## src/rtl/gpio_adder_responder.sv

```systemverilog
// gpio_adder_responder
//   Bit-serial adder behind a four-phase req/ack handshake driven by a PS GPIO
//   initiator. A rising req in IDLE captures the operands. The adder then
//   processes one bit per clock, LSB first. After WIDTH bit-steps the result is
//   published on sum/cout and ack is raised. ack is held until req is seen low.
//
// Ports
//   clk      : single clock, rising edge
//   rst_n    : asynchronous active-low reset
//   op_a     : operand A (WIDTH bits), sampled only on the start edge
//   op_b     : operand B (WIDTH bits), sampled only on the start edge
//   cin      : carry-in, sampled only on the start edge
//   req      : four-phase request
//   sum      : registered result (WIDTH bits), held until the next completion
//   cout     : registered carry-out
//   busy     : high while the serial addition is running
//   ack      : four-phase acknowledge
//   op_count : completed additions, wraps modulo 256
module gpio_adder_responder #(
   parameter int WIDTH = 8
) (
   input  logic             clk,
   input  logic             rst_n,
   input  logic [WIDTH-1:0] op_a,
   input  logic [WIDTH-1:0] op_b,
   input  logic             cin,
   input  logic             req,
   output logic [WIDTH-1:0] sum,
   output logic             cout,
   output logic             busy,
   output logic             ack,
   output logic [7:0]       op_count
);

   localparam int CW = $clog2(WIDTH + 1);
   localparam logic [CW-1:0] LAST_BIT = CW'(WIDTH - 1);

   typedef enum logic [1:0] {IDLE, ADD, DONE} state_t;

   state_t           r_state;
   state_t           w_state_next;

   logic             r_req_q;
   logic [WIDTH-1:0] r_a;
   logic [WIDTH-1:0] r_b;
   logic             r_c;
   logic [WIDTH-1:0] r_res;
   logic [CW-1:0]    r_cnt;
   logic [WIDTH-1:0] r_sum;
   logic             r_cout;
   logic             r_busy;
   logic             r_ack;
   logic [7:0]       r_op_count;

   logic             w_start;
   logic             w_load;
   logic             w_step;
   logic             w_finish;
   logic             w_release;
   logic             w_sum_bit;
   logic             w_carry;
   logic [WIDTH-1:0] w_res_next;

   // Full adder on the current LSBs of the operand shift registers.
   assign w_sum_bit = r_a[0] ^ r_b[0] ^ r_c;
   assign w_carry   = (r_a[0] & r_b[0]) | (r_a[0] & r_c) | (r_b[0] & r_c);

   // Result bits enter at the MSB and move down, so after WIDTH steps the
   // first (LSB) bit has reached position 0. The concatenation also keeps
   // WIDTH=1 legal.
   logic [WIDTH:0] w_res_concat;
   assign w_res_concat = {w_sum_bit, r_res};
   assign w_res_next   = w_res_concat[WIDTH:1];

   // Edge-detect on req. r_req_q resets high, so a req already high when reset
   // is released does not look like a new request.
   assign w_start = (r_state == IDLE) && req && !r_req_q;

   // State register.
   always_ff @(posedge clk or negedge rst_n) begin
      if (!rst_n) begin
         r_state <= IDLE;
      end else begin
         r_state <= w_state_next;
      end
   end

   // Next-state logic and datapath strobes.
   always_comb begin
      w_state_next = r_state;
      w_load       = 1'b0;
      w_step       = 1'b0;
      w_finish     = 1'b0;
      w_release    = 1'b0;
      case (r_state)
         IDLE: begin
            if (w_start) begin
               w_load       = 1'b1;
               w_state_next = ADD;
            end
         end
         ADD: begin
            // req is deliberately ignored here. A dropped req still completes.
            w_step = 1'b1;
            if (r_cnt == LAST_BIT) begin
               w_finish     = 1'b1;
               w_state_next = DONE;
            end
         end
         DONE: begin
            if (!req) begin
               w_release    = 1'b1;
               w_state_next = IDLE;
            end
         end
         default: begin
            w_state_next = IDLE;
         end
      endcase
   end

   // Datapath and registered outputs.
   always_ff @(posedge clk or negedge rst_n) begin
      if (!rst_n) begin
         r_req_q    <= 1'b1;
         r_a        <= '0;
         r_b        <= '0;
         r_c        <= 1'b0;
         r_res      <= '0;
         r_cnt      <= '0;
         r_sum      <= '0;
         r_cout     <= 1'b0;
         r_busy     <= 1'b0;
         r_ack      <= 1'b0;
         r_op_count <= 8'd0;
      end else begin
         r_req_q <= req;
         if (w_load) begin
            r_a    <= op_a;
            r_b    <= op_b;
            r_c    <= cin;
            r_res  <= '0;
            r_cnt  <= '0;
            r_busy <= 1'b1;
         end
         if (w_step) begin
            r_a   <= r_a >> 1;
            r_b   <= r_b >> 1;
            r_c   <= w_carry;
            r_res <= w_res_next;
            r_cnt <= r_cnt + CW'(1);
         end
         // sum/cout change only here. They stay stable for the whole ADD phase.
         if (w_finish) begin
            r_sum      <= w_res_next;
            r_cout     <= w_carry;
            r_ack      <= 1'b1;
            r_busy     <= 1'b0;
            r_op_count <= r_op_count + 8'd1;
         end
         if (w_release) begin
            r_ack <= 1'b0;
         end
      end
   end

   assign sum      = r_sum;
   assign cout     = r_cout;
   assign busy     = r_busy;
   assign ack      = r_ack;
   assign op_count = r_op_count;

endmodule

```

## config.mk

```make
export PLATFORM = sky130hd
export DESIGN_NAME = gpio_adder_responder
export DESIGN_NICKNAME = d
export VERILOG_FILES = /design/src/rtl/gpio_adder_responder.sv
export SDC_FILE = /design/constraint.sdc
export NUM_CORES = 1
export LEC_CHECK = 0
export ABC_AREA = 0
export CORE_MARGIN = 10
export CORE_UTILIZATION = 40
export CTS_CLUSTER_DIAMETER = 30
export DETAILED_ROUTE_END_ITERATION = 16
export PLACE_DENSITY_LB_ADDON = 0.1
export SLEW_MARGIN = 20
export SYNTH_ARGS = -nofsm -noshare
export SYNTH_HDL_FRONTEND = slang
export SYNTH_SLANG_ARGS = --single-unit
```

## constraint.sdc

```tcl
create_clock -name clk -period 2.2 [get_ports clk]
set_input_delay 0.55 -clock clk [delete_from_list [all_inputs] [get_ports clk]]
set_output_delay 0.55 -clock clk [all_outputs]
set_load 0.005 [all_outputs]
```

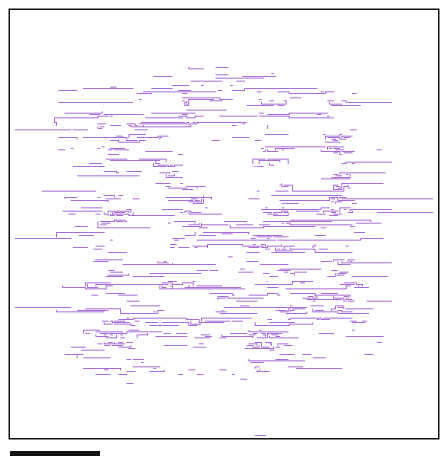
*Met1 routing, run 1*
The bar under the picture is 20 um long.
220 nets have wire on it. The longest straight run is 20.7 um. The layer holds 44% of the routed length. The wires run mostly horizontal. The layer carries 2180 um of wire.

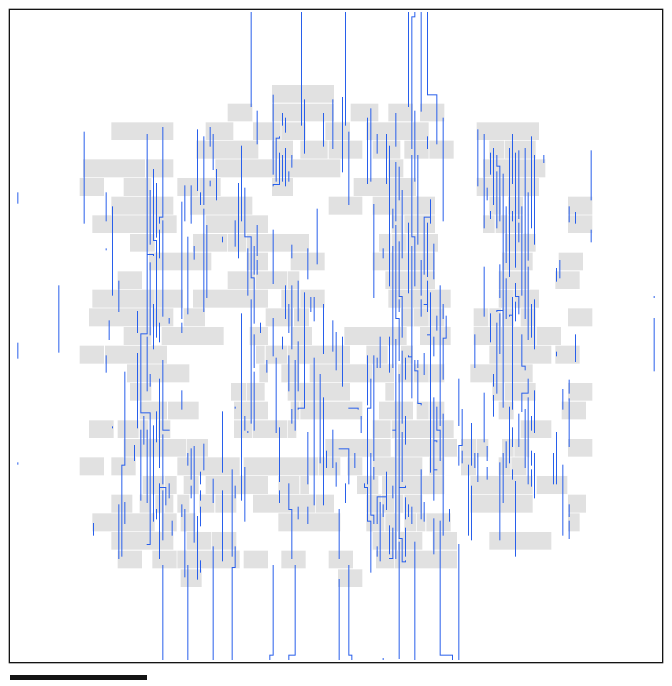
*Metal 2, run 1*
The bar under the picture is 20 um long. Cells faint in the background.
The wires run mostly vertical. 203 nets have wire on it. The longest straight run is 34.0 um. The layer holds 50% of the routed length.

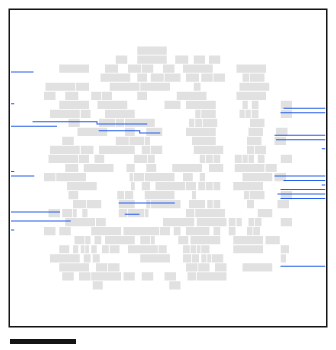
*Signal wires on met3, run 1*
The bar under the picture is 20 um long. Cells faint in the background.
The layer carries 272 um of wire. The longest straight run is 19.3 um.

==> impl_metrics.json, run 1 <==
{
  "internal_power_mw": 2.56,
  "cp_slowest_cell": "sky130_fd_sc_hd__clkdlybuf4s50_1",
  "top_level_ports": 39,
  "critPathBufInv": 1,
  "crit_arrival_ns": 1.28,
  "cts_sinks": 50,
  "synthToLayoutAreaGrowth_pct": 24.7,
  "cts.path.max_buffers": 2,
  "compound_area_share_pct": 20.8,
  "enable_flop_cells": 0,
  "num-nets-final": 241,
  "topCombFamilyByArea": "AND-OR/OR-AND gates",
  "overflow": 0,
  "weighted_congestion_at_the_end_of_routability_driven_global_placement": 0.773,
  "dpl.hpwl_um": 3530,
  "floorplan.core_area_um2": 5510,
  "synthDominantAreaCellType": "sky130_fd_sc_hd__dfrtp_1",
  "worstSetupStartpointType": "register",
  "power.share.combinational_pct": 36.7,
  "cts.repair_timing.setup_buffer_count": 0,
  "yosys-stat-cells": 179,
  "tmin_final_ns": 1.83,
  "chipArea_um2": 9060,
  "tritoncts": "done",
  "lay_top_count": "sky130_fd_sc_hd__dfrtp_1",
  "path_clk_slew_ns": 0.09,
  "cts.root.buffer_cell": "sky130_fd_sc_hd__clkbuf_8",
  "async_flop_share_pct": 100,
  "seq_area_frac_synth_pct": 55.4,
  "worst_ir_drop_vdd_mv": 0.583,
  "netlist.area_leader.share_pct": 54.2,
  "timing.setup.critical_path_class": "reg -> out",
  "path_cells": "clkdlybuf4s50_1",
  "floorplan.rows": 27,
  "timing.critical_path.to_type": "output port",
  "area_share_of_xor_xnor_cells_in_the_synthesized_design_pct": 3.10,
  "timing.reg2reg.worst_path_depth": 4,
  "reg2reg_to": "r_res[2]",
  "warnings": 26,
  "mean_number_of_vias_per_cell": 5.37,
  "dr_total_vias": 1562,
  "layout.cells.most_common_list": "sky130_fd_sc_hd__dfrtp_1 (49), sky130_fd_sc_hd__clkdlybuf4s50_1 (37), sky130_fd_sc_hd__o22ai_1 (18)",
  "setup_viol": 0,
  "final.hold.worst_slack_ns": 0.335,
  "antenna_cells": 0,
  "post_synth_inst_count": 179,
  "p_clk_share_pct": 20.6,
  "cts_hold_repair.buffers": 0,
  "grt_antenna_before_repair": 0,
  "buffer_ports.inserted": 38,
  "pwr-share-seq_pct": 42.8,
  "first_global_vias": 1697,
  "detail_route.wirelength_um": 5010,
  "finalCritPeriodShare_pct": 83.1,
  "fa_ha_area_share_pct": 1.99,
  "power_density_nw_per_um2": 1340,
  "final_hold_violation_tally": 0,
  "synth.ff_latch_count": 50,
  "setup_repair_after_global_routing_missed_its_margin": "false",
  "ys_sh_simple_pct": 7.85,
  "power_switching_share_pct": 32.3,
  "synthMostInstantiatedCell": "sky130_fd_sc_hd__dfrtp_1",
  "critical_path_cell_count": 1,
  "clock_tree.htree_level_count": 2,
  "first_iter_violations": 53,
  "globalRouteTotalUtil_pct": 11.6,
  "critPathMaxFanout": 5,
  "detail_route.wl_per_cell_um": 17.2,
  "route.detailed.drc": 0,
  "timing.clock.skew_ns": 0.00724,
  "r2r_start": "r_state[1]",
  "report.final.slew_viol_count": 0,
  "timing.critical_path.from": "op_count[2]",
  "clock.fmax_mhz": 547,
  "leakagePower_nw": 1.19,
  "clock_latency_ns": 0.30,
  "result_of_the_run": "finished clean",
  "synth.lib_cells_used.distinct": 44,
  "worst_pin_slew_ns": 0.625,
  "drive_above_1_share_pct": 19.6,
  "grt_max_degree": 51,
  "die_w_um": 95.2,
  "die_height_um": 95.2,
  "muxShareOfSynthArea_pct": 5.48,
  "total_switching_power_mw": 1.22,
  "post_synth.cell_area_avg_um2": 12.6
}
## run 1: sequential cells by signal (all words and copies together) (netlist names)
signal    count
r_c           1
r_a           8
op_count      8
r_b           8
r_state       2
r_cnt         4
r_req_q       1
sum           8
ack           1
busy          1
cout          1
r_res         7
## run 1: cell type report
cell class / instances / area, um2 / area share (%)
multi-input combinational: 114 / 887 / 31.5
clock inverter: 2 / 60.1 / 2.13
clock buffer: 6 / 82.6 / 2.93
sequential: 50 / 1250 / 44.4
timing repair buffer: 45 / 440 / 15.6
inverter: 2 / 7.51 / 0.266
tap: 72 / 90.1 / 3.19
## run 1: routing by layer
metal | vias up | part of all wire, % | GRT usage [%]
met5 | - | 0 | 0
met4 | 0 | 0.72 | 2.62
met3 | 4 | 5.4 | 3.93
met2 | 26 | 50 | 19.3
met1 | 783 | 44 | 14.3
li1 | 749 | - | -
## run 1: power by group through the flow
stage / Sequential [mW] / Clock (mW) / Combinational [mW]
3_5_place_dp: 1.63 / 0 / 1.41
4_1_cts: 1.62 / 0.799 / 1.42
2_1_floorplan: 1.55 / 0 / 0.959
5_1_grt: 1.68 / 0.848 / 1.55
3_3_place_gp: 1.61 / 0 / 1.35
6_report: 1.62 / 0.778 / 1.39
## run 1: stage by stage
step / cell area, um2 / instances / setup WS [ns] / util [%] / total power [mW]
detailed placement: 2680 / 283 / 0.118 / 48.6 / 3.05
CTS: 2820 / 291 / 0.351 / 51.2 / 3.84
finish: 2820 / 291 / 0.373 / 51.2 / 3.79
floorplan: 2260 / 179 / 0.690 / - / 2.51
global placement: 2680 / 283 / 0.170 / 48.6 / 2.96
global route: 2820 / 291 / 0.309 / 51.2 / 4.07
### Placement density heat map, run 1

10 x 10 tiles, from white (low) to dark blue (high), 0 to 100% covered.
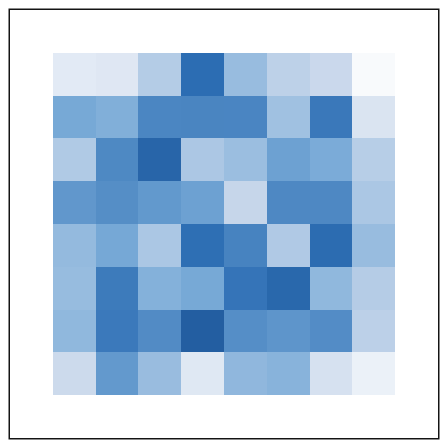

## Run 2: what changed since run 1
- clock period: 2.2 -> 1.6 ns (I/O delays scaled with it)
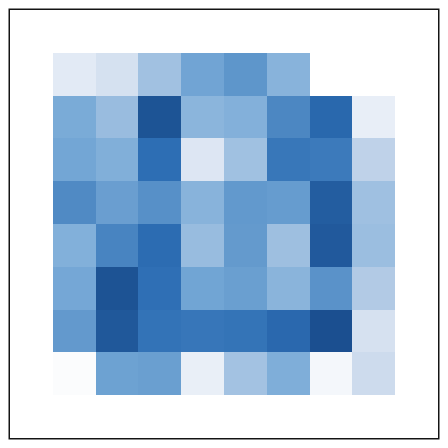
*Placement density heat map, run 2*
10 x 10 tiles, from white (low) to dark blue (high), 0 to 100% covered.
The fullest tile reaches 88%. The mean over all tiles is 32%. The emptiest ninth of the die: top right.

==> run 2 against run 1 <==
  * Combinational power rose by 49%
  * Critical path depth unchanged
  * Global-route usage is 0.27 points higher
  * Area after synthesis did not move
  * Non-clock buffer count up 18
  * Count of clock-buffer cells in the layout is the same
  * Critical endpoint is now op_count[6]
  * Largest cell class unchanged
  * Largest power group unchanged
==> impl_metrics.json, run 2 <==
{
  "result_of_the_run": "finished clean",
  "clock.fmax_mhz": 644,
  "power_density_nw_per_um2": 1690,
  "floorplan.core_area_um2": 5510,
  "cp_slowest_stage_delay_ns": 0.50,
  "netlist.area_leader.share_pct": 54.2,
  "synthDominantAreaCellType": "sky130_fd_sc_hd__dfrtp_1",
  "drt_first_pass_iters": 4,
  "timing.setup.critical_path_class": "reg -> out",
  "finalCritPeriodShare_pct": 97.0,
  "seq_area_frac_synth_pct": 55.4,
  "route.detailed.drc": 0,
  "report.final.slew_viol_count": 0,
  "path_clk_slew_ns": 0.09,
  "tmin_final_ns": 1.55,
  "cts_sinks": 50,
  "internal_power_mw": 3.31,
  "warnings": 26,
  "pwr-share-seq_pct": 43.4,
  "power.share.combinational_pct": 41.4,
  "grt_antenna_before_repair": 0,
  "floorplan.rows": 27,
  "required_ns": 1.20,
  "synthesis.nets": 202,
  "buffer_ports.inserted": 38,
  "synthToLayoutAreaGrowth_pct": 31.0,
  "weighted_congestion_at_the_end_of_routability_driven_global_placement": 0.752,
  "cts_hold_repair.buffers": 0,
  "storage_cell_area_um2": 1250,
  "timing.critical_path.from": "op_count[6]",
  "dpl.hpwl_um": 3470,
  "tritoncts": "done",
  "worst_ir_drop_vdd_mv": 0.960,
  "cts.path.max_buffers": 2,
  "die_w_um": 95.2,
  "final_core_density_pct": 53.8,
  "timing.max_cap.violations": 0,
  "synth.lib_cells_used.distinct": 44,
  "top_level_ports": 39,
  "critPathMaxFanout": 2,
  "syn-cell-area_um2": 2260,
  "final_antenna_net_count": 0,
  "power_switching_share_pct": 33.8,
  "leakagePower_nw": 1.48,
  "crit_family": "buffers and inverters",
  "synthMostInstantiatedCell": "sky130_fd_sc_hd__dfrtp_1",
  "final_hold_violation_tally": 0,
  "synth.yosys.chip_area_um2": 2260,
  "fp-utilization_pct": 41.1,
  "setup_repair_after_global_routing_missed_its_margin": "false",
  "total_switching_power_mw": 1.69,
  "setup_viol": 0,
  "cts.root.buffer_cell": "sky130_fd_sc_hd__clkbuf_8",
  "globalRouteTotalUtil_pct": 11.9,
  "post_synth.cell_area_avg_um2": 12.6,
  "filler_cell_count": 495,
  "synthTopCellsByArea": "sky130_fd_sc_hd__dfrtp_1 (54%), sky130_fd_sc_hd__o22ai_2 (5.5%), sky130_fd_sc_hd__mux2_2 (5.5%)",
  "layout.cells.most_common_list": "sky130_fd_sc_hd__dfrtp_1 (48), sky130_fd_sc_hd__buf_4 (23), sky130_fd_sc_hd__clkdlybuf4s50_1 (20)",
  "first_iter_violations": 55,
  "placed_cell_area_um2": 2750,
  "worst_hold_path_type": "in -> async",
  "mean_number_of_vias_per_cell": 5.28,
  "worst-r2r-setup-slack_ns": 0.12,
  "timing.critical_path.to_type": "output port",
  "first_global_vias": 1734,
  "clock_tree.htree_level_count": 2,
  "worst_pin_slew_ns": 0.456,
  "drive_above_1_share_pct": 26.6,
  "post-route-cell-area_um2": 2960,
  "cts-buffers-inserted": 5,
  "async_flop_share_pct": 100,
  "antenna_cells": 0,
  "mi_logic_area_um2": 890,
  "dominantRegCellSynth": "sky130_fd_sc_hd__dfrtp_1",
  "final.hold.worst_slack_ns": 0.0679,
  "netlist_top_cells_count": "sky130_fd_sc_hd__dfrtp_1 (49), sky130_fd_sc_hd__o22ai_1 (18), sky130_fd_sc_hd__a21oi_1 (14)",
  "grt_pass1_wl_um": 8680,
  "chipArea_um2": 9060,
  "path_cells": "clkdlybuf4s50_1",
  "lay_top_count": "sky130_fd_sc_hd__dfrtp_1",
  "crit_arrival_ns": 1.15,
  "grt_max_degree": 51,
  "synth_warnings": 0,
  "max-slew-margin-rel_pct": 69.6,
  "critPathBufInv": 1,
  "cp_slowest_cell": "sky130_fd_sc_hd__clkdlybuf4s50_1",
  "detail_route.wl_per_cell_um": 16.3,
  "overflow": 0,
  "r2r_start": "r_cnt[0]",
  "synth.ff_latch_count": 50,
  "die_height_um": 95.2,
  "yosys-stat-cells": 179,
  "p_clk_share_pct": 15.2,
  "clock_latency_ns": 0.30,
  "post_synth_inst_count": 179,
  "enable_flop_cells": 0,
  "num-nets-final": 259,
  "timing.clock.skew_ns": 0.00744,
  "worstSetupStartpointType": "register"
}
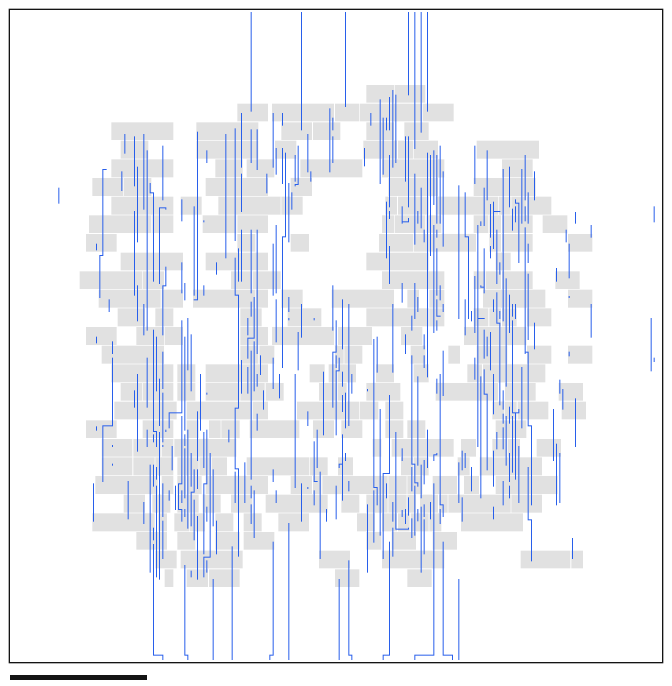
*Metal 2, run 2*
The bar under the picture is 20 um long. Cells faint in the background.
vias after detailed routing: 1631
total wire length: 5050 um
met2 track demand over resource: 18.8%

-- run 2: cell counts after synthesis --
Identical to the previous run, type by type.
-- run 2: worst paths after layout --
| kind | endpoint | depth (start not counted) |
|---|---|---|
| worst max-delay path | op_count[6] | 1 |
| worst min-delay path | r_b[7] | 2 |
| worst max register to register | op_count[7] | 5 |
| worst min register to register | ack | 1 |
| max in group asynchronous | r_req_q | 2 |
| min in group clk | ack | 1 |
-- run 2: cells by family after synthesis --
logic type	synth area share (%)
buf+inv	5.42
compound gates	20.8
mux	5.48
xor+xnor	3.10
fa+ha+maj	1.99
flops	55.4
simple gates	7.85
-- run 2: routing by layer --
metal	wire, um	GRT usage, %	up-vias
li1	-	-	790
met1	2210	14.7	793
met2	2440	18.8	40
met3	338	4.48	8
met4	63	3.74	0
met5	0	0	-
-- run 2: through the flow --
step,cells,total power [mW],worst slack [ns],setup TNS [ns]
5_1_grt,309,5.43,0.00625,0
4_1_cts,306,5.08,0.00280,0
3_3_place_gp,291,4.16,-0.215,-4.59
3_5_place_dp,291,4.24,-0.238,-5.38
2_1_floorplan,179,3.44,0.0898,0
6_report,309,5.00,0.0479,0
-- run 2: layout make-up --
cell class / instances / area share, %
sequential: 50 / 42.3
multi-input combinational: 114 / 30.0
timing repair buffer: 63 / 21.2
tap: 72 / 3.04
clock buffer: 6 / 2.79
clock inverter: 2 / 0.422
inverter: 2 / 0.253
-- run 2: what timing repair did --
action | in CTS | in global routing
gates resized | 2 | 17
endpoints found under the setup margin | 8 | 27
buffers inserted | 7 | 3
-- run 2: power by group through the flow --
stage               combinational [mW]  sequential, mW  clock (mW)
floorplan                         1.32            2.13           0
global placement                  1.96            2.20           0
detailed placement                2.01            2.23           0
CTS                               2.11            2.18       0.786
global route                      2.32            2.25       0.852
finish                            2.07            2.17       0.760
### Track usage over the die, run 2

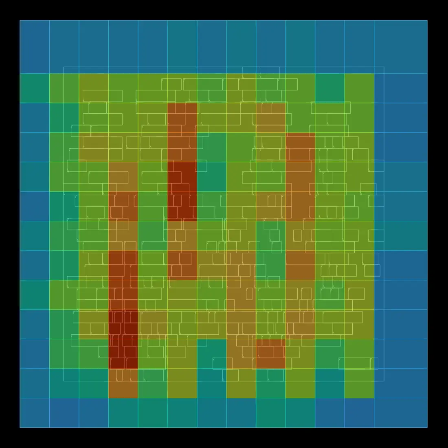

## Run 3: what changed since run 2
- SETUP_SLACK_MARGIN: unset -> 0.05
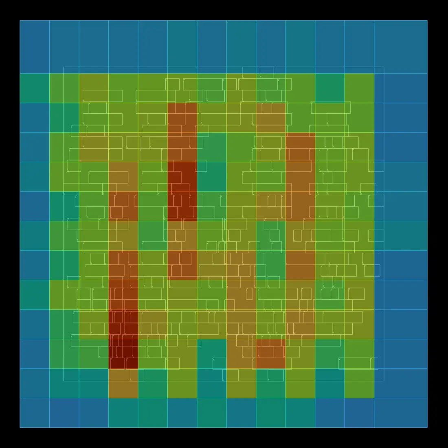
*Track usage over the die, run 3*
met1 Use GR: 14.8%
wire per inst: 16.4 um
Final Core Density: 52.6%
GRT Util Overall: 12.0%

==> run 3 against run 2 <==
  * Core utilization down 1.2 points
  * Total power down 2.0%
  * Clock skew down 0.0013 ns
  * Synthesized cell count unchanged
  * Area after synthesis unchanged
  * Die size unchanged
  * Combinational power down 5%
  * Final area down 2.3%
  * Worst hold slack better by 0.0093 ns
  * Sequential power about the same
  * Global-route usage up 0.082 points
==> impl_metrics.json, run 3 <==
{
  "result_of_the_run": "finished clean",
  "worstSetupStartpointType": "input pin",
  "antenna_cells": 0,
  "die_height_um": 95.2,
  "synth.lib_cells_used.distinct": 44,
  "post-route-cell-area_um2": 2900,
  "mi_logic_area_um2": 896,
  "drt_first_pass_iters": 4,
  "async_flop_share_pct": 100,
  "worst_ir_drop_vdd_mv": 0.864,
  "sh_seq_area_pct": 43.3,
  "met1Wirelength_um": 2170,
  "critical_path_cell_count": 5,
  "synthTopCellsByArea": "sky130_fd_sc_hd__dfrtp_1 (54%), sky130_fd_sc_hd__o22ai_2 (5.5%), sky130_fd_sc_hd__mux2_2 (5.5%)",
  "synthDominantAreaCellType": "sky130_fd_sc_hd__dfrtp_1",
  "enable_flop_cells": 0,
  "fp-utilization_pct": 41.1,
  "final_antenna_net_count": 0,
  "num-nets-final": 257,
  "flops": 50,
  "grt_max_degree": 51,
  "detail_route.wirelength_um": 5040,
  "dr_total_vias": 1630,
  "top_level_ports": 39,
  "setup_repair_after_global_routing_missed_its_margin": "true",
  "worst_hold_path_type": "in -> async",
  "global_route.peak_usage_layer": "met2",
  "clock.fmax_mhz": 673,
  "weighted_congestion_at_the_end_of_routability_driven_global_placement": 0.752,
  "dpl.hpwl_um": 3470,
  "synthMostInstantiatedCell": "sky130_fd_sc_hd__dfrtp_1",
  "post_synth.cell_area_avg_um2": 12.6,
  "largest_cell_class_by_area": "flip-flops and latches",
  "n_all_buffers": 61,
  "synth_warnings": 0,
  "max-slew-margin-rel_pct": 69.8,
  "filler_cell_count": 505,
  "synthesis.nets": 202,
  "timing.setup.critical_path_class": "in -> reg",
  "critPathBufInv": 2,
  "yosys-stat-cells": 179,
  "netlist.area_leader.share_pct": 54.2,
  "lay_top_count": "sky130_fd_sc_hd__dfrtp_1",
  "cts_sinks": 50,
  "floorplan.tapcells": 72,
  "path_cells": "clkdlybuf4s50_1, or3b_1, buf_6, o22ai_1, a21oi_1",
  "non_clock_buffer_area_share_pct": 19.1,
  "final_hold_violation_tally": 0,
  "synthToLayoutAreaGrowth_pct": 28.0,
  "met2WireLength_um": 2430,
  "placed_cell_area_um2": 2750,
  "r2r_start": "r_cnt[0]",
  "synth.yosys.chip_area_um2": 2260,
  "tritoncts": "done",
  "timing.critical_path.from": "req",
  "post_synth_inst_count": 179,
  "route.detailed.drc": 0,
  "leakagePower_nw": 1.31,
  "required_ns": 1.79,
  "synth.ff_latch_count": 50,
  "setup_viol": 0,
  "first_iter_violations": 58,
  "overflow": 0,
  "cp_slowest_cell": "sky130_fd_sc_hd__clkdlybuf4s50_1",
  "top_signal_layer_used": "met4",
  "timing.critical_path.to_type": "register",
  "buffer_ports.inserted": 38,
  "dominantRegCellSynth": "sky130_fd_sc_hd__dfrtp_1",
  "crit_family": "buffers and inverters",
  "layout.clock_buffers": 6,
  "num-nonclk-inverters": 2,
  "timing.max_cap.violations": 0,
  "comb_area_share_pct": 30.9,
  "crit_arrival_ns": 1.68,
  "cts-buffers-inserted": 5,
  "layout.cells.most_common_list": "sky130_fd_sc_hd__dfrtp_1 (48), sky130_fd_sc_hd__buf_4 (20), sky130_fd_sc_hd__dlygate4sd2_1 (19)",
  "worst_pin_slew_ns": 0.452,
  "worst-r2r-setup-slack_ns": 0.13,
  "critPathMaxFanout": 15,
  "path_clk_slew_ns": 0.09,
  "cp_slowest_stage_delay_ns": 0.51,
  "mean_number_of_vias_per_cell": 5.31,
  "cts.path.max_buffers": 2,
  "netlist_top_cells_count": "sky130_fd_sc_hd__dfrtp_1 (49), sky130_fd_sc_hd__o22ai_1 (18), sky130_fd_sc_hd__a21oi_1 (14)",
  "warnings": 27,
  "syn-cell-area_um2": 2260,
  "nMultiInputCombCells": 114,
  "drive_above_1_share_pct": 26.4,
  "clock_latency_ns": 0.30,
  "clock_tree.htree_level_count": 2,
  "cts.root.buffer_cell": "sky130_fd_sc_hd__clkbuf_8",
  "reg2reg_to": "op_count[5]",
  "floorplan.core_area_um2": 5510,
  "first_global_vias": 1748,
  "seq_area_frac_synth_pct": 55.4,
  "met2_usage_pct": 18.8,
  "power_density_nw_per_um2": 1690,
  "finalCritPeriodShare_pct": 92.9,
  "final.hold.worst_slack_ns": 0.0772,
  "report.final.slew_viol_count": 0,
  "clkCellAreaFrac_pct": 3.28,
  "timing.clock.skew_ns": 0.00615,
  "chipArea_um2": 9060,
  "critical_path.endpoint": "r_a[0]",
  "storage_cell_area_um2": 1250,
  "grt_antenna_before_repair": 0,
  "tmin_final_ns": 1.49
}
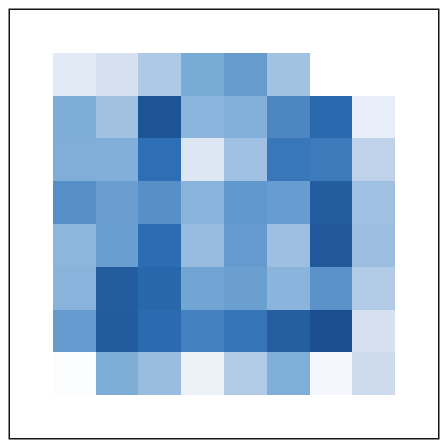
*Placement density heat map, run 3*
10 x 10 tiles, from white (low) to dark blue (high), 0 to 100% covered.
The mean over all tiles is 31%. 11% of the tiles are over 75% full. The emptiest ninth of the die: top right. The densest ninth of the die: middle. 39% of the tiles are nearly empty. The fullest tile reaches 88%.

-- run 3: netlist changes by cell type in the layout (fill, tap and decap cells not counted) --
cell                              previous run  this run
sky130_fd_sc_hd__dlygate4sd2_1               1        19
sky130_fd_sc_hd__nor4_2                      0         1
sky130_fd_sc_hd__nor4_1                      2         1
sky130_fd_sc_hd__buf_6                       0         1
sky130_fd_sc_hd__buf_4                      23        20
sky130_fd_sc_hd__dlymetal6s2s_1             16         0
sky130_fd_sc_hd__clkdlybuf4s50_1            20        18
-- run 3: cells by family after synthesis --
| kind of cell | after synthesis | share of synthesized area [%] |
|---|---|---|
| AOI/OAI and AO/OA | 62 | 20.8 |
| xor gates and xnor gates | 8 | 3.10 |
| adders and majority gates | 3 | 1.99 |
| buffers and inverters | 15 | 5.42 |
| DFF | 50 | 55.4 |
| muxes | 11 | 5.48 |
| and+or+nand+nor | 30 | 7.85 |
-- run 3: what timing repair did --
item,CTS,global route
endpoints found under the setup margin,20,6
resized,21,2
hold buffers,0,0
buffers inserted,8,0
-- run 3: power breakdown --
group | switching [mW] | internal (mW) | total, mW
Sequential | 0.394 | 1.77 | 2.17
Combinational | 0.880 | 1.10 | 1.97
Clock | 0.410 | 0.348 | 0.758
-- run 3: metrics by stage --
| stage | instances | setup slack, ns | total power, mW | TNS [ns] | utilization, % |
|---|---|---|---|---|---|
| 6_report | 307 | 0.113 | 4.90 | 0 | 52.6 |
| 5_1_grt | 307 | 0.0451 | 5.33 | 0 | 52.6 |
| 4_1_cts | 307 | 0.0929 | 4.97 | 0 | 52.4 |
| 3_5_place_dp | 291 | -0.238 | 4.24 | -5.38 | 49.9 |
| 3_3_place_gp | 291 | -0.215 | 4.16 | -4.59 | 49.9 |
| 2_1_floorplan | 179 | 0.0898 | 3.44 | 0 | - |
Power is estimated from default activity; no workload was simulated.
